<file path="src/rtl/debug_pkg.sv">
// Shared types and constants for the debug_unit host-control block.
package debug_pkg;

    typedef enum logic [3:0] {
        IDLE,
        LD_CNT,
        LD_BYTE,
        LD_WR,
        LD_ACK,
        RUN,
        STEP,
        DUMP_SEND,
        DUMP_WAIT
    } state_t;

    typedef enum logic [1:0] {
        SER_IDLE,
        SER_SEND,
        SER_WAIT
    } ser_state_t;

    localparam logic [7:0] CMD_LOAD = 8'h4C;
    localparam logic [7:0] CMD_CONT = 8'h43;
    localparam logic [7:0] CMD_STEP = 8'h53;
    localparam logic [7:0] ACK_BYTE = 8'h06;

    localparam int BYTES_PER_WORD = 4;

endpackage

</file>
<file path="src/rtl/word_serializer.sv">
// Sends one NBITS word as BYTES_PER_WORD bytes, LSB first, over the UART
// transmit handshake, then pulses done_o for one cycle.
module word_serializer
    import debug_pkg::*;
#(
    parameter int NBITS = 32,
    parameter int DBITS = 8
) (
    input  logic             clk,
    input  logic             rst,
    input  logic             start_i,
    input  logic [NBITS-1:0] word_i,
    input  logic             tx_done_i,
    output logic             tx_start_o,
    output logic [DBITS-1:0] tx_byte_o,
    output logic             done_o
);

    localparam int IW = $clog2(BYTES_PER_WORD);

    ser_state_t       state_q, state_d;
    logic [NBITS-1:0] word_q, word_d;
    logic [IW-1:0]    idx_q, idx_d;

    // The word is captured at start so the source may change while bytes go out.
    always_ff @(posedge clk or posedge rst) begin
        if (rst) begin
            state_q <= SER_IDLE;
            word_q  <= '0;
            idx_q   <= '0;
        end else begin
            state_q <= state_d;
            word_q  <= word_d;
            idx_q   <= idx_d;
        end
    end

    // Launch a byte, wait for the transmitter, repeat until the last byte is acknowledged.
    always_comb begin
        state_d    = state_q;
        word_d     = word_q;
        idx_d      = idx_q;
        tx_start_o = 1'b0;
        done_o     = 1'b0;
        case (state_q)
            SER_IDLE: begin
                if (start_i) begin
                    word_d  = word_i;
                    idx_d   = '0;
                    state_d = SER_SEND;
                end
            end
            SER_SEND: begin
                tx_start_o = 1'b1;
                state_d    = SER_WAIT;
            end
            SER_WAIT: begin
                if (tx_done_i) begin
                    if (idx_q == IW'(BYTES_PER_WORD - 1)) begin
                        done_o  = 1'b1;
                        state_d = SER_IDLE;
                    end else begin
                        idx_d   = idx_q + 1'b1;
                        state_d = SER_SEND;
                    end
                end
            end
            default: state_d = SER_IDLE;
        endcase
    end

    assign tx_byte_o = word_q[idx_q*DBITS +: DBITS];

endmodule

</file>
<file path="src/rtl/debug_unit.sv">
// Host-side debug controller: loads instruction memory from UART bytes,
// gates the pipeline for run/step, and dumps PC plus register bank.
// Optional macro DEBUG_UNIT_CYCLE_COUNT_EN adds an enabled-cycle counter
// to the dump (inserted right after the PC word).
module debug_unit
    import debug_pkg::*;
#(
    parameter int MEM_SIZE  = 5,
    parameter int BANK_SIZE = 32,
    parameter int NBITS     = 32,
    parameter int RBITS     = 5,
    parameter int DBITS     = 8
) (
    input  logic                clk,
    input  logic                rst,
    input  logic [DBITS-1:0]    i_rx_data,
    input  logic                i_rx_done,
    input  logic                i_tx_done,
    output logic [DBITS-1:0]    o_tx_data,
    output logic                o_tx_start,
    output logic                o_imem_we,
    output logic [MEM_SIZE-1:0] o_imem_addr,
    output logic [NBITS-1:0]    o_imem_data,
    output logic                o_pipe_en,
    input  logic                i_halt,
    input  logic [NBITS-1:0]    i_pc,
    output logic [RBITS-1:0]    o_reg_addr,
    input  logic [NBITS-1:0]    i_reg_data
);

`ifdef DEBUG_UNIT_CYCLE_COUNT_EN
    localparam int FIRST_REG = 2;
`else
    localparam int FIRST_REG = 1;
`endif
    localparam int NITEMS = FIRST_REG + BANK_SIZE;
    localparam int IW     = $clog2(NITEMS);
    localparam int BW     = $clog2(BYTES_PER_WORD);

    state_t              state_q, state_d;
    logic [MEM_SIZE-1:0] addr_q, addr_d;
    logic [BW-1:0]       bidx_q, bidx_d;
    logic [DBITS-1:0]    wcnt_q, wcnt_d;
    logic [DBITS-1:0]    nwords_q, nwords_d;
    logic [NBITS-1:0]    word_q, word_d;
    logic [NBITS-1:0]    pc_q, pc_d;
    logic [IW-1:0]       item_q, item_d;
    logic [RBITS-1:0]    raddr_q, raddr_d;
    logic [DBITS-1:0]    tx_data_q, tx_data_d;

    logic                ack_start, ser_start, ser_tx_start, ser_done;
    logic [DBITS-1:0]    ser_byte, tx_byte;
    logic [NBITS-1:0]    dump_word;

    // Control and load/dump bookkeeping registers.
    always_ff @(posedge clk or posedge rst) begin
        if (rst) begin
            state_q   <= IDLE;
            addr_q    <= '0;
            bidx_q    <= '0;
            wcnt_q    <= '0;
            nwords_q  <= '0;
            word_q    <= '0;
            pc_q      <= '0;
            item_q    <= '0;
            raddr_q   <= '0;
            tx_data_q <= '0;
        end else begin
            state_q   <= state_d;
            addr_q    <= addr_d;
            bidx_q    <= bidx_d;
            wcnt_q    <= wcnt_d;
            nwords_q  <= nwords_d;
            word_q    <= word_d;
            pc_q      <= pc_d;
            item_q    <= item_d;
            raddr_q   <= raddr_d;
            tx_data_q <= tx_data_d;
        end
    end

    // Command decode, load sequencing, run/step gating and dump sequencing.
    always_comb begin
        state_d   = state_q;
        addr_d    = addr_q;
        bidx_d    = bidx_q;
        wcnt_d    = wcnt_q;
        nwords_d  = nwords_q;
        word_d    = word_q;
        pc_d      = pc_q;
        item_d    = item_q;
        raddr_d   = raddr_q;
        o_imem_we = 1'b0;
        o_pipe_en = 1'b0;
        ack_start = 1'b0;
        ser_start = 1'b0;
        case (state_q)
            IDLE: begin
                if (i_rx_done) begin
                    if (i_rx_data == DBITS'(CMD_LOAD)) begin
                        addr_d  = '0;
                        state_d = LD_CNT;
                    end else if (i_rx_data == DBITS'(CMD_CONT)) begin
                        state_d = RUN;
                    end else if (i_rx_data == DBITS'(CMD_STEP)) begin
                        state_d = STEP;
                    end
                end
            end
            LD_CNT: begin
                if (i_rx_done) begin
                    nwords_d = i_rx_data;
                    wcnt_d   = '0;
                    bidx_d   = '0;
                    state_d  = (i_rx_data == '0) ? LD_ACK : LD_BYTE;
                end
            end
            LD_BYTE: begin
                if (i_rx_done) begin
                    word_d[bidx_q*DBITS +: DBITS] = i_rx_data;
                    bidx_d = bidx_q + 1'b1;
                    if (bidx_q == BW'(BYTES_PER_WORD - 1)) state_d = LD_WR;
                end
            end
            LD_WR: begin
                o_imem_we = 1'b1;
                addr_d    = addr_q + 1'b1;
                wcnt_d    = wcnt_q + 1'b1;
                state_d   = ((wcnt_q + 1'b1) == nwords_q) ? LD_ACK : LD_BYTE;
            end
            LD_ACK: begin
                ack_start = 1'b1;
                state_d   = IDLE;
            end
            RUN, STEP: begin
                o_pipe_en = (state_q == STEP) ? 1'b1 : ~i_halt;
                if (state_q == STEP || i_halt) begin
                    pc_d    = i_pc;
                    item_d  = '0;
                    raddr_d = '0;
                    state_d = DUMP_SEND;
                end
            end
            DUMP_SEND: begin
                ser_start = 1'b1;
                state_d   = DUMP_WAIT;
            end
            DUMP_WAIT: begin
                if (ser_done) begin
                    if (item_q == IW'(NITEMS - 1)) begin
                        state_d = IDLE;
                    end else begin
                        if (item_q >= IW'(FIRST_REG)) raddr_d = raddr_q + 1'b1;
                        item_d  = item_q + 1'b1;
                        state_d = DUMP_SEND;
                    end
                end
            end
            default: state_d = IDLE;
        endcase
    end

`ifdef DEBUG_UNIT_CYCLE_COUNT_EN
    logic [31:0] cyc_q, cyc_d;

    // Count enabled pipeline cycles; a new load starts a fresh measurement.
    always_comb begin
        cyc_d = cyc_q;
        if (state_q == IDLE && i_rx_done && i_rx_data == DBITS'(CMD_LOAD)) cyc_d = '0;
        else if (o_pipe_en) cyc_d = cyc_q + 1'b1;
    end

    // Cycle counter register.
    always_ff @(posedge clk or posedge rst) begin
        if (rst) cyc_q <= '0;
        else     cyc_q <= cyc_d;
    end
`endif

    // Select the word for the current dump item: PC, optional counter, then registers.
    always_comb begin
        dump_word = i_reg_data;
        if (item_q == '0) dump_word = pc_q;
`ifdef DEBUG_UNIT_CYCLE_COUNT_EN
        else if (item_q == IW'(1)) dump_word = cyc_q;
`endif
    end

    word_serializer #(
        .NBITS(NBITS),
        .DBITS(DBITS)
    ) u_ser (
        .clk       (clk),
        .rst       (rst),
        .start_i   (ser_start),
        .word_i    (dump_word),
        .tx_done_i (i_tx_done),
        .tx_start_o(ser_tx_start),
        .tx_byte_o (ser_byte),
        .done_o    (ser_done)
    );

    // Transmit byte is shown during the start pulse and held afterwards.
    assign o_tx_start  = ack_start | ser_tx_start;
    assign tx_byte     = ack_start ? DBITS'(ACK_BYTE) : ser_byte;
    assign tx_data_d   = o_tx_start ? tx_byte : tx_data_q;
    assign o_tx_data   = tx_data_d;
    assign o_imem_addr = addr_q;
    assign o_imem_data = word_q;
    assign o_reg_addr  = raddr_q;

endmodule

</file>
<file path="config.mk">
export PLATFORM = sky130hd
export DESIGN_NAME = debug_unit
export DESIGN_NICKNAME = d
export VERILOG_FILES = /design/src/rtl/debug_pkg.sv /design/src/rtl/word_serializer.sv /design/src/rtl/debug_unit.sv
export SDC_FILE = /design/constraint.sdc
export NUM_CORES = 1
export LEC_CHECK = 0
export ABC_AREA = 1
export CORE_AREA = 2 2 130 132
export DETAILED_ROUTE_END_ITERATION = 12
export DIE_AREA = 0 0 132 134
export GPL_TIMING_DRIVEN = 1
export PLACE_DENSITY = 0.67
export SYNTH_ARGS = -nofsm -noshare
export SYNTH_HDL_FRONTEND = slang
export SYNTH_SLANG_ARGS = --single-unit
</file>
<file path="constraint.sdc">
create_clock -name clk -period 5.8 [get_ports clk]
set_input_delay 1.16 -clock clk [delete_from_list [all_inputs] [get_ports clk]]
set_output_delay 1.16 -clock clk [all_outputs]
set_load 0.01 [all_outputs]
</file>
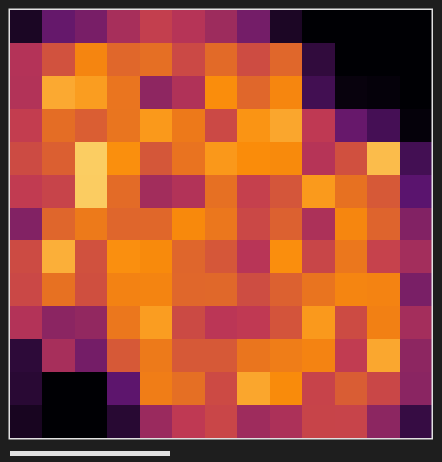
(run_1/density.png)
Scale bar: 50 um. The die is cut into 13 by 13 equal tiles; black is low, pale yellow is high, 0 to 100% covered.
8.3% of the tiles are nearly empty. 11% of the tiles are over 75% full. The fullest tile reaches 89%. The mean over all tiles is 51%. The emptiest ninth of the die: north-east.

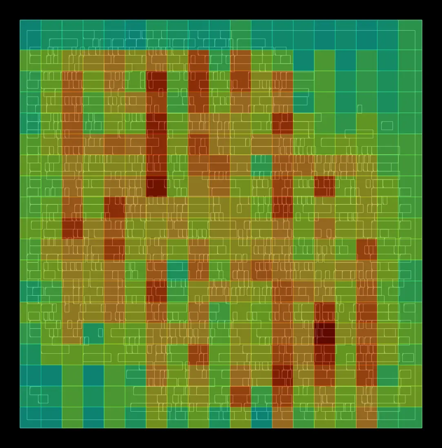
(run_1/final_congestion.png)
wire length per cell: 14.71 um
met3 usage: 4.422%
met2 usage: 35.36%
utilization after layout: 57.08%
Top Usage Layer GRT: met2

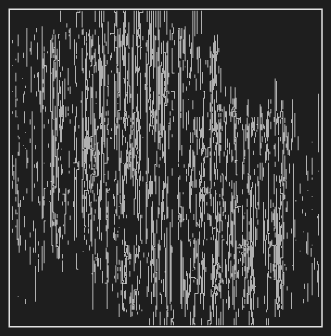
(run_1/met2.png)
The wires run mostly vertical. 830 nets have wire on it.

-- run 1: worst max-delay path: cells and delay by family, from the launching register on --
kind | cells | cell delay (ns)
AND-OR/OR-AND | 3 | 0.55
flip-flops | 1 | 0.83
buffers and inverters | 2 | 0.81
-- run 1: cells in the mapped netlist (2+ instances only) --
cell	number	share of area, %
a21oi_1	23	1.6
a31oi_1	3	0.26
a32o_1	6	0.84
buf_2	15	1.0
buf_6	2	0.31
clkbuf_1	15	0.78
clkinv_1	3	0.16
dfrtp_1	146	51
ha_1	14	2.4
inv_1	78	4.1
inv_2	4	0.21
nand2_1	217	11
nand2_2	5	0.44
nand3_1	43	3.0
nand4_1	28	2.4
nor2_1	73	3.8
nor2_2	8	0.70
nor2_4	3	0.47
nor3_1	2	0.14
nor3_4	2	0.45
o21a_1	9	0.94
o21ai_0	114	7.9
o21ai_1	10	0.70
o22ai_1	19	1.7
o31ai_1	8	0.84
xnor2_1	4	0.49
xor2_1	5	0.61
-- run 1: registers in the layout (all words and copies together), names as in the netlist --
signal	count
tx_data_q	8
state_q	4
nwords_q	8
item_q	6
u_ser.word_q	32
u_ser.idx_q	2
u_ser.state_q	2
pc_q	32
o_imem_data	32
o_reg_addr	5
o_imem_addr	5
bidx_q	2
wcnt_q	8
-- run 1: worst paths after layout --
kind                                      from        endpoint  slack (ns)
worst max register to register      state_q[1]  o_imem_data[2]        3.42
worst max-delay path            u_ser.idx_q[0]    o_tx_data[2]        2.03
min in group asynchronous                  rst        pc_q[17]        1.36
worst min-delay path                  pc_q[11]        pc_q[11]        0.47
max in group asynchronous                  rst      state_q[2]        3.38
worst min register to register        pc_q[11]        pc_q[11]        0.47
-- run 1: routing by layer --
| layer | global-route usage, % | up-vias |
|---|---|---|
| met1 | 28.34 | 2939 |
| met3 | 4.422 | 22 |
| met4 | 5.495 | 0 |
| met5 | 0 | - |
| li1 | - | 3132 |
| met2 | 35.36 | 157 |
-- run 1: kinds of logic after synthesis --
group / share of synthesized area [%]
flip-flops: 50.81
AND/OR/NAND/NOR: 23.91
adder cells (fa/ha/maj): 2.436
buffers and inverters: 6.647
XOR/XNOR: 1.096
AND-OR/OR-AND: 15.10
-- run 1: through the flow --
stage                     power, mW  cells
after global routing          5.209   1224
final                         4.832   1224
after global placement        3.595   1192
after floorplan               2.937    870
after CTS                     4.864   1224
after detailed placement      3.638   1192
-- run 1: power groups by stage --
stage	registers [mW]	clock network (mW)	logic, mW
4_1_cts	1.72	1.23	1.91
6_report	1.73	1.22	1.89
5_1_grt	1.78	1.28	2.16
2_1_floorplan	1.68	0	1.26
3_3_place_gp	1.73	0	1.87
3_5_place_dp	1.74	0	1.90
-- run 1: area by class of cell --
cell class,instances,share of cell area [%]
sequential,146,39.29
multi-input combinational,606,32.90
timing repair buffer,135,14.37
clock buffer,20,4.804
inverter,85,3.485
tap,220,2.961
clock inverter,12,2.180
==> Slide: Implementation Results, run 1 <==
Flow Results at a Glance

Timing
  • Final Hold Viols: 0
  • Max-slew violations: 0
  • Slew Limit Headroom: 24.85%
  • Final Hold Slack: 0.4726 ns
  • Final WS setup: 2.026 ns
  • Setup violators final: 0

GRT
  • Total grt overflow: 0
  • Initial antenna violation count: 0
  • Largest net degree at the start of global routing: 115

Route
  • Routed Wire Length: 18,000 um
  • ANT nets after route: 0
  • First-pass iteration count of the detailed router: 5
  • Drt initial violations: 557

Clock network
  • Latency at later pin: 0.43 ns
  • CTS tree: done
  • CTS Hold Bufs: 0

Pwr
  • Pint: 2.960 mW
  • Flop pwr share: 35.7%
  • VDD IR-drop max: 0.2337 mV
  • Leakage Power: 4.306 nW
  • Clock Power Share: 25.2%
  • Logic pwr share: 39.1%
  • Sw Share: 38.73%

Setup path
  • R2R depth: 8
  • Critical path, cell by cell: inv_1, a21oi_1, o21ai_0, a31oi_1, clkdlybuf4s50_1
  • CP required: 4.64 ns
  • Setup Crit Path Kind: reg -> out

Floorplan
  • Core box area: 16,290 um2
  • Row cnt: 47

Cells and area
  • Register area: 3654 um2
  • Final nets: 1,082
  • Diode count: 0
  • Area added between synthesis and finish: 29.30%

Worst hold path
  • Hold depth: 2

Synthesis
  • Yosys cell count: 870
  • Ys Warns: 0
  • Top_reg_cell synth: dfrtp_1

Outcome
  • Status: finished, final reports clean
==> run 2: changes to the inputs <==
--- a/config.mk
+++ b/config.mk
@@ -10,7 +10,7 @@
 export DETAILED_ROUTE_END_ITERATION = 12
 export DIE_AREA = 0 0 132 134
 export GPL_TIMING_DRIVEN = 1
-export PLACE_DENSITY = 0.67
+export PLACE_DENSITY = 0.7
 export SYNTH_ARGS = -nofsm -noshare
 export SYNTH_HDL_FRONTEND = slang
 export SYNTH_SLANG_ARGS = --single-unit
==> constraint.sdc (replaced) <==
create_clock -name clk -period 3.43 [get_ports clk]
set_input_delay 0.686 -clock clk [delete_from_list [all_inputs] [get_ports clk]]
set_output_delay 0.686 -clock clk [all_outputs]
set_load 0.01 [all_outputs]
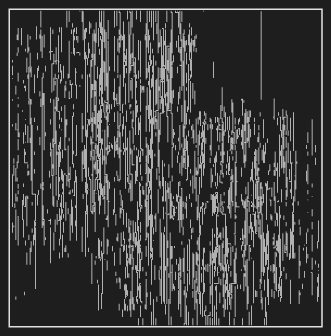
(run_2/met2.png)
The layer carries 8,540 um of wire. The layer holds 48% of the routed length.

==> Slide: Implementation Results, run 2 <==
Flow Results at a Glance

Synthesis
  • Yosys adder share: 2.436%
  • XOR Share, Synth: 1.096%
  • Yosys top cell by area: dfrtp_1
  • Post-Synth AOI/OAI Area: 15.10%
  • Ys Warns: 0
  • Count leader, synth: nand2_1
  • Synth logic family: simple AND/OR/NAND/NOR gates
  • Post-synth seq share: 50.81%
  • Basic Gates by Area: 23.91%
  • Synth mux share: 0%
  • Top cells, area: dfrtp_1 (51%), nand2_1 (11%), o21ai_0 (7.9%)
  • Dominant cell area share: 50.81%
  • Top cells by count, synth: nand2_1 (217), dfrtp_1 (146), o21ai_0 (114)

Timing
  • Final Hold Viols: 0
  • Slew Limit Headroom: 35.64%
  • Max-slew violations: 0

Pwr
  • Leakage Power: 4.295 nW
  • VDD IR-drop max: 0.4541 mV
  • Final Total Pwr: 7.966 mW

Setup path
  • CP required: 2.74 ns
  • R2r setup slk: 1.12 ns
  • Reg2reg end: o_imem_data[2]
  • Setup Crit Path Kind: reg -> out
  • RR Startpoint: bidx_q[0]
  • Critical path, cell by cell: clkinv_1, a21oi_1, o21ai_0, a31oi_1, clkdlybuf4s50_1

Cells and area
  • Final nets: 1,086
  • Diode count: 0
  • Post-route insts no fill: 1,228
  • Area added between synthesis and finish: 29.25%

GRT
  • Largest net degree at the start of global routing: 55
  • Total grt overflow: 0

Clock network
  • CTS Hold Bufs: 0
  • Latency at later pin: 0.43 ns
  • CTS tree: done

Worst hold path
  • Endpoint with the worst hold slack: pc_q[8]
  • Hold depth: 2
  • Hold Startpoint: pc_q[8]

Route
  • Routed Wire Length: 17,790 um
  • Drt initial violations: 305
  • First-pass iteration count of the detailed router: 6
  • ANT nets after route: 0
  • Wire length per cell: 14.49 um

Placement
  • Placed cells: 1,196

Outcome
  • Status: finished, final reports clean
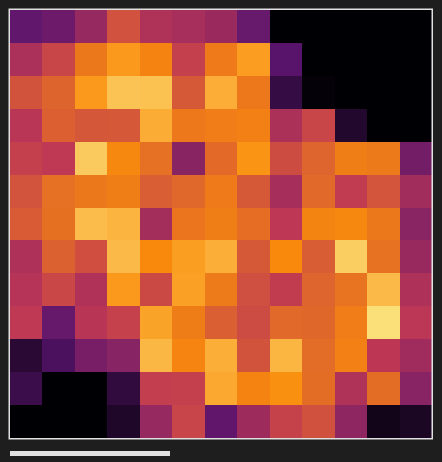
(run_2/density.png)
Scale bar: 50 um. The die is cut into 13 by 13 equal tiles; black is low, pale yellow is high, 0 to 100% covered.
Pre-Place Util: 44.14%
core box area: 16,290 um2

==> run 2: cell counts after synthesis <==
Identical to the previous run, type by type.
==> run 2: final cells by class <==
type	instances	area, um2	area share [%]
clock buffers	19	442.9	4.766
clock inverters	13	148.9	1.602
inverters	85	322.8	3.473
multi-input cells	606	3059	32.92
flip-flops and latches	146	3654	39.31
well taps	220	275.3	2.962
repair buffers	139	1391	14.97
==> run 2: worst min-delay path, cell delays in order, from the launching register on <==
cell and delay [ns]:
dfrtp_1 0.34, nand2_1 0.05, nand2_1 0.05
==> run 2: kinds of logic (layout without fill, tap and decap cells) <==
kind of cell             count (synthesis)  count (layout)
AND/OR/NAND/NOR                        388             388
AND-OR/OR-AND                          195             195
flip-flops                             146             146
buffers and inverters                  118             256
adder cells (fa/ha/maj)                 14              14
XOR/XNOR                                 9               9
==> run 2: worst max-delay path by stage <==
stage / startpoint / end / slack (ns) / cells past startpoint
6_report: u_ser.idx_q[1] / o_tx_data[1] / 0.34 / 5
5_1_grt: u_ser.idx_q[1] / o_tx_data[1] / 0.19 / 5
4_1_cts: u_ser.idx_q[1] / o_tx_data[1] / 0.35 / 5
3_5_place_dp: u_ser.idx_q[1] / o_tx_data[1] / 0.83 / 5
3_3_place_gp: u_ser.idx_q[1] / o_tx_data[1] / 0.86 / 5
2_1_floorplan: rst / bidx_q[0] / 0.91 / 1
==> run 2: routing by layer <==
layer / wire, um / track usage, % / part of all wire (%)
met5: 0 / 0 / 0
met4: 289 / 7.488 / 1.6
met3: 909 / 4.762 / 5.1
met2: 8537 / 33.39 / 48
met1: 8053 / 27.48 / 45
==> run 2: through the flow <==
step | utilization (%) | worst slack [ns] | instance area, um2 | hold slack, ns
after global routing | 57.06 | 0.1852 | 9294 | 0.4894
after CTS | 57.06 | 0.3500 | 9294 | 0.4746
after floorplan | - | 0.9110 | 7194 | 0.4426
final | 57.06 | 0.3404 | 9294 | 0.4703
after global placement | 53.42 | 0.8554 | 8702 | 0.4550
after detailed placement | 53.42 | 0.8336 | 8702 | 0.4589
==> run 2: power breakdown <==
group	switching (mW)	total (mW)	internal, mW
clock	0.755	1.86	1.10
sequential	0.459	2.88	2.42
combinational	1.94	3.23	1.28
total	3.16	7.97	4.81
No activity file was given, so power comes from the tool's default toggle rates.
